==> images/class_map.png <==
Fill, decap, tap and diode cells in gray.
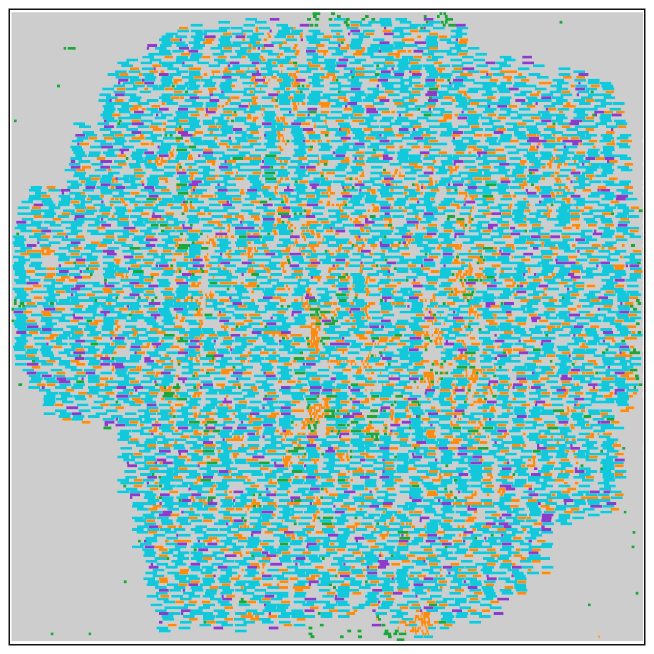
==> images/clock_wires.png <==
The bar under the picture is 200 um long.
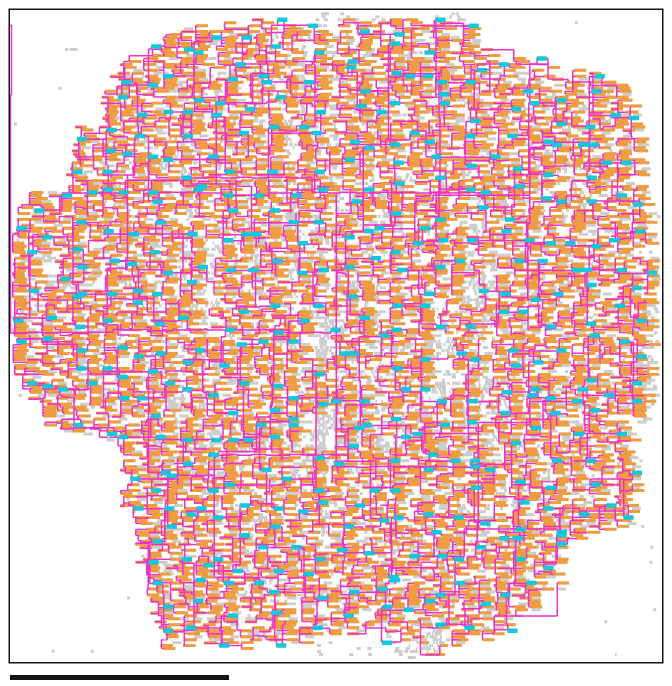
==> images/layers.png <==
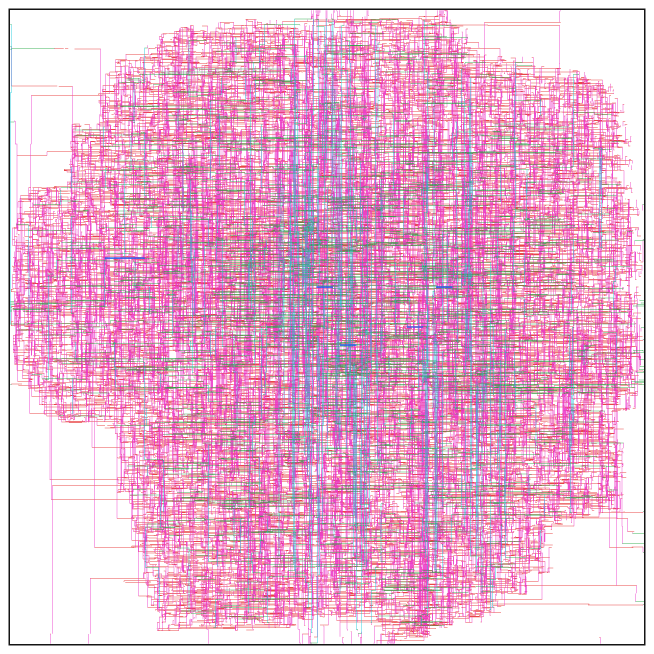
==> images/placed.png <==
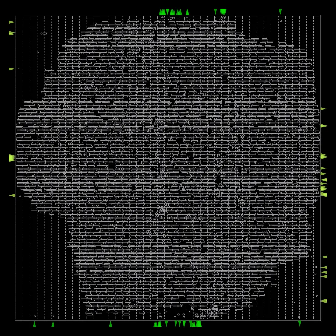
==> config.mk <==
export PLATFORM = sky130hd
export DESIGN_NAME = unidade_busca
export DESIGN_NICKNAME = d
export VERILOG_FILES = /design/src/rtl/busca_pkg.sv /design/src/rtl/banco_instrucoes.sv /design/src/rtl/unidade_busca.sv
export SDC_FILE = /design/constraint.sdc
export NUM_CORES = 2
export LEC_CHECK = 0
export CAP_MARGIN = 25
export CORE_UTILIZATION = 45
export CTS_CLUSTER_SIZE = 30
export DETAILED_ROUTE_END_ITERATION = 10
export PLACE_DENSITY = 0.59
export SLEW_MARGIN = 30
export SYNTH_ARGS = -nofsm -noshare
export SYNTH_HDL_FRONTEND = slang
export SYNTH_SLANG_ARGS = --single-unit
==> constraint.sdc <==
create_clock -name clock -period 6.3 [get_ports clock]
set_input_delay 1.26 -clock clock [delete_from_list [all_inputs] [get_ports clock]]
set_output_delay 1.26 -clock clock [all_outputs]
set_load 0.005 [all_outputs]
==> src/rtl/busca_pkg.sv <==
// Shared types and constants for the instruction fetch unit (unidade_busca).
package busca_pkg;

  localparam int DATA_WIDTH_PADRAO = 32;
  localparam int DEPTH_PADRAO      = 128;

  localparam logic [DATA_WIDTH_PADRAO-1:0] NOP = '0;

  typedef enum logic [1:0] {
    INICIO,
    BUSCA,
    PARADO,
    ERRO
  } estado_t;

endpackage

==> src/rtl/banco_instrucoes.sv <==
// Instruction storage: one synchronous write port, one asynchronous read port.
// Contents are never cleared; a same-edge write is seen by the reader only after that edge.
module banco_instrucoes
  import busca_pkg::*;
#(
  parameter int DATA_WIDTH = DATA_WIDTH_PADRAO,
  parameter int DEPTH      = DEPTH_PADRAO,
  parameter int ADDR_WIDTH = $clog2(DEPTH)
) (
  input  logic                  clock,
  input  logic                  we,
  input  logic [ADDR_WIDTH-1:0] waddr,
  input  logic [DATA_WIDTH-1:0] wdata,
  input  logic [ADDR_WIDTH-1:0] raddr,
  output logic [DATA_WIDTH-1:0] rdata
);

  logic [DATA_WIDTH-1:0] mem_q [DEPTH];

  always_ff @(posedge clock) begin
    if (we) begin
      mem_q[waddr] <= wdata;
    end
  end

  assign rdata = mem_q[raddr];

endmodule

==> src/rtl/unidade_busca.sv <==
// Instruction fetch unit: PC sequencing, branch, stall, halt and a registered fetched word.
// Optional feature macro ERRO_ENDERECO_EN: out-of-range fetch/branch faults into ERRO instead of wrapping.
module unidade_busca
  import busca_pkg::*;
#(
  parameter int DATA_WIDTH = DATA_WIDTH_PADRAO,
  parameter int DEPTH      = DEPTH_PADRAO,
  parameter int ADDR_WIDTH = $clog2(DEPTH)
) (
  input  logic                  clock,
  input  logic                  reset_n,
  input  logic                  stall,
  input  logic                  desvio,
  input  logic [ADDR_WIDTH-1:0] alvo_desvio,
  input  logic                  halt,
  input  logic                  prog_we,
  input  logic [ADDR_WIDTH-1:0] prog_addr,
  input  logic [DATA_WIDTH-1:0] prog_data,
  output logic [ADDR_WIDTH-1:0] endereco,
  output logic [DATA_WIDTH-1:0] instrucao_saida,
  output logic                  instrucao_valida,
  output logic                  erro
);

  // PC carries one extra bit so that stepping past the last word is observable.
  localparam int PC_W = ADDR_WIDTH + 1;
  localparam logic [PC_W-1:0] DEPTH_PC  = PC_W'(DEPTH);
  localparam logic [PC_W-1:0] ULTIMO_PC = PC_W'(DEPTH - 1);

  estado_t               estado_q, estado_d;
  logic [PC_W-1:0]       pc_q, pc_d;
  logic [DATA_WIDTH-1:0] instr_q, instr_d;
  logic                  valida_q, valida_d;
  logic [DATA_WIDTH-1:0] rd_data;
  logic [PC_W-1:0]       alvo_ext;
  logic                  mem_we;

  assign alvo_ext = {1'b0, alvo_desvio};

`ifdef ERRO_ENDERECO_EN
  logic erro_q, erro_d;

  assign mem_we = prog_we & ({1'b0, prog_addr} < DEPTH_PC);
  assign erro   = erro_q;
`else
  assign mem_we = prog_we;
  assign erro   = 1'b0;
`endif

  banco_instrucoes #(
    .DATA_WIDTH (DATA_WIDTH),
    .DEPTH      (DEPTH),
    .ADDR_WIDTH (ADDR_WIDTH)
  ) u_banco (
    .clock (clock),
    .we    (mem_we),
    .waddr (prog_addr),
    .wdata (prog_data),
    .raddr (pc_q[ADDR_WIDTH-1:0]),
    .rdata (rd_data)
  );

  always_comb begin
    estado_d = estado_q;
    pc_d     = pc_q;
    instr_d  = instr_q;
    valida_d = valida_q;
`ifdef ERRO_ENDERECO_EN
    erro_d   = erro_q;
`endif
    unique case (estado_q)
      INICIO: estado_d = BUSCA;
      BUSCA: begin
        if (halt) begin
          estado_d = PARADO;
          valida_d = 1'b0;
        end else if (desvio) begin
          // A taken branch always costs one bubble, even when stall is also asserted.
          valida_d = 1'b0;
`ifdef ERRO_ENDERECO_EN
          if (alvo_ext >= DEPTH_PC) begin
            estado_d = ERRO;
            erro_d   = 1'b1;
          end else begin
            pc_d = alvo_ext;
          end
`else
          pc_d = alvo_ext;
`endif
        end else if (!stall) begin
`ifdef ERRO_ENDERECO_EN
          if (pc_q >= DEPTH_PC) begin
            estado_d = ERRO;
            erro_d   = 1'b1;
            valida_d = 1'b0;
          end else begin
            instr_d  = rd_data;
            valida_d = 1'b1;
            pc_d     = pc_q + 1'b1;
          end
`else
          instr_d  = rd_data;
          valida_d = 1'b1;
          pc_d     = (pc_q == ULTIMO_PC) ? '0 : pc_q + 1'b1;
`endif
        end
      end
      default: ;
    endcase
  end

  always_ff @(posedge clock) begin
    if (!reset_n) begin
      estado_q <= INICIO;
      pc_q     <= '0;
      instr_q  <= DATA_WIDTH'(NOP);
      valida_q <= 1'b0;
`ifdef ERRO_ENDERECO_EN
      erro_q   <= 1'b0;
`endif
    end else begin
      estado_q <= estado_d;
      pc_q     <= pc_d;
      instr_q  <= instr_d;
      valida_q <= valida_d;
`ifdef ERRO_ENDERECO_EN
      erro_q   <= erro_d;
`endif
    end
  end

  assign endereco         = pc_q[ADDR_WIDTH-1:0];
  assign instrucao_saida  = instr_q;
  assign instrucao_valida = valida_q;

endmodule

==> impl_metrics.py <==
# Synthesis and PnR figures
metrics = {
    "run_status": {
        "status": "complete, no violations",
    },
    "synthesis": {
        "ys.flop_type": "edfxtp_1",
        "yosys-top-cells-count": "edfxtp_1, mux4_2, mux2i_1",
        "yosysWarnings": 0,
        "synth_cells": 7093,
        "logic_family": "multiplexers",
        "syn_area_mm2": 0.158,
        "ys_sh_adder_pct": 0.00791,
    },
    "cells_and_area": {
        "seqCellArea_mm2": 0.124,
        "diodes": 26,
        "clock_buffers": 551,
    },
    "setup_path": {
        "r2r_end": "instrucao_saida[16]$_SDFFE_PN0P_",
        "startpoint": "pc_q[1]$_SDFFE_PN0P_",
        "ff2ff_setup_slack_ns": 1.31,
        "endpoint": "instrucao_saida[16]$_SDFFE_PN0P_",
        "crit_path_start_kind": "flip-flop",
        "required_ns": 7.18,
        "worstSetupEndpointType": "flip-flop",
    },
    "worst_hold_path": {
        "holdCritPathClass": "flip-flop to flip-flop",
    },
    "grt": {
        "gr-total-overflow": 0,
        "grt_max_degree": 129,
        "grt_pass1_vias": 77500,
    },
    "routing": {
        "drc": 0,
    },
    "die": {
        "dieWidth_um": 595,
        "ioPinCount": 93,
        "die_y_um": 595,
    },
    "power_and_ir_drop": {
        "ir_drop_mv": 0.264,
    },
    "final_timing": {
        "slew_violations": 0,
        "tightestPinTransition_ns": 1.13,
    },
}
Notes on class_map.png above:
color	class	cells	share of their area
purple	clock drivers and dummy loads	783	7.7%
cyan	sequential cells	4139	70%
green	remaining buffers and delay cells	484	3.1%
orange	remaining logic cells	2537	19%
Finished Core Util: 52.1%
FP Rows: 217
Seq area share: 67.9%
core area: 0.350 mm^2
cell area after layout: 0.182 mm^2

Notes on clock_wires.png above:
[magenta] clock wires | length: 46.9 mm
[cyan] clock-net drivers | count: 426
[orange] flip-flops | count: 4139
routed clock nets	427
Final Skew: 0.0933 ns
clock network power share: 42.4%
Clk power: 24.7 mW

Notes on layers.png above:
color	layer	wire length
cyan	M4	24.2 mm
red	M1	181 mm
blue	M5	91.1 um
magenta	M2	221 mm
green	M3	43.6 mm
Routed wire per std cell: 37.4 um
via count: 79200

Notes on placed.png above:
Layout Cells excl Fill: 12600
flip-flops: 4139
n_taps: 4599
Filler Cell Count: 26900

-- layout by cell type, fill, tap and decap left out, types with 82 or more instances in the layout --
cell type and instances:
nor2_4 125, a22oi_1 184, mux4_2 908, clkinv_1 82, mux2i_1 446, clkbuf_16 431, buf_4 311, nand2_1 117
edfxtp_1 4096, clkbuf_1 106
-- routing by layer --
metal / part of all wire (%) / track usage (%) / wire length [um] / vias to the layer above
li1: - / - / - / 31300
met1: 38 / 36.0 / 181000 / 42800
met2: 47 / 41.1 / 221000 / 4309
met3: 9.3 / 4.99 / 43600 / 848
met4: 5.1 / 11.8 / 24200 / 10
met5: 0.019 / 0 / 91 / -
-- where the power goes --
part	switching (mW)	leakage (nW)	internal, mW
registers	0.0707	37.2	30.4
clock network	10.7	6.67	14.1
logic	2.09	10.6	1.08
Power and IR drop assume default switching activity.
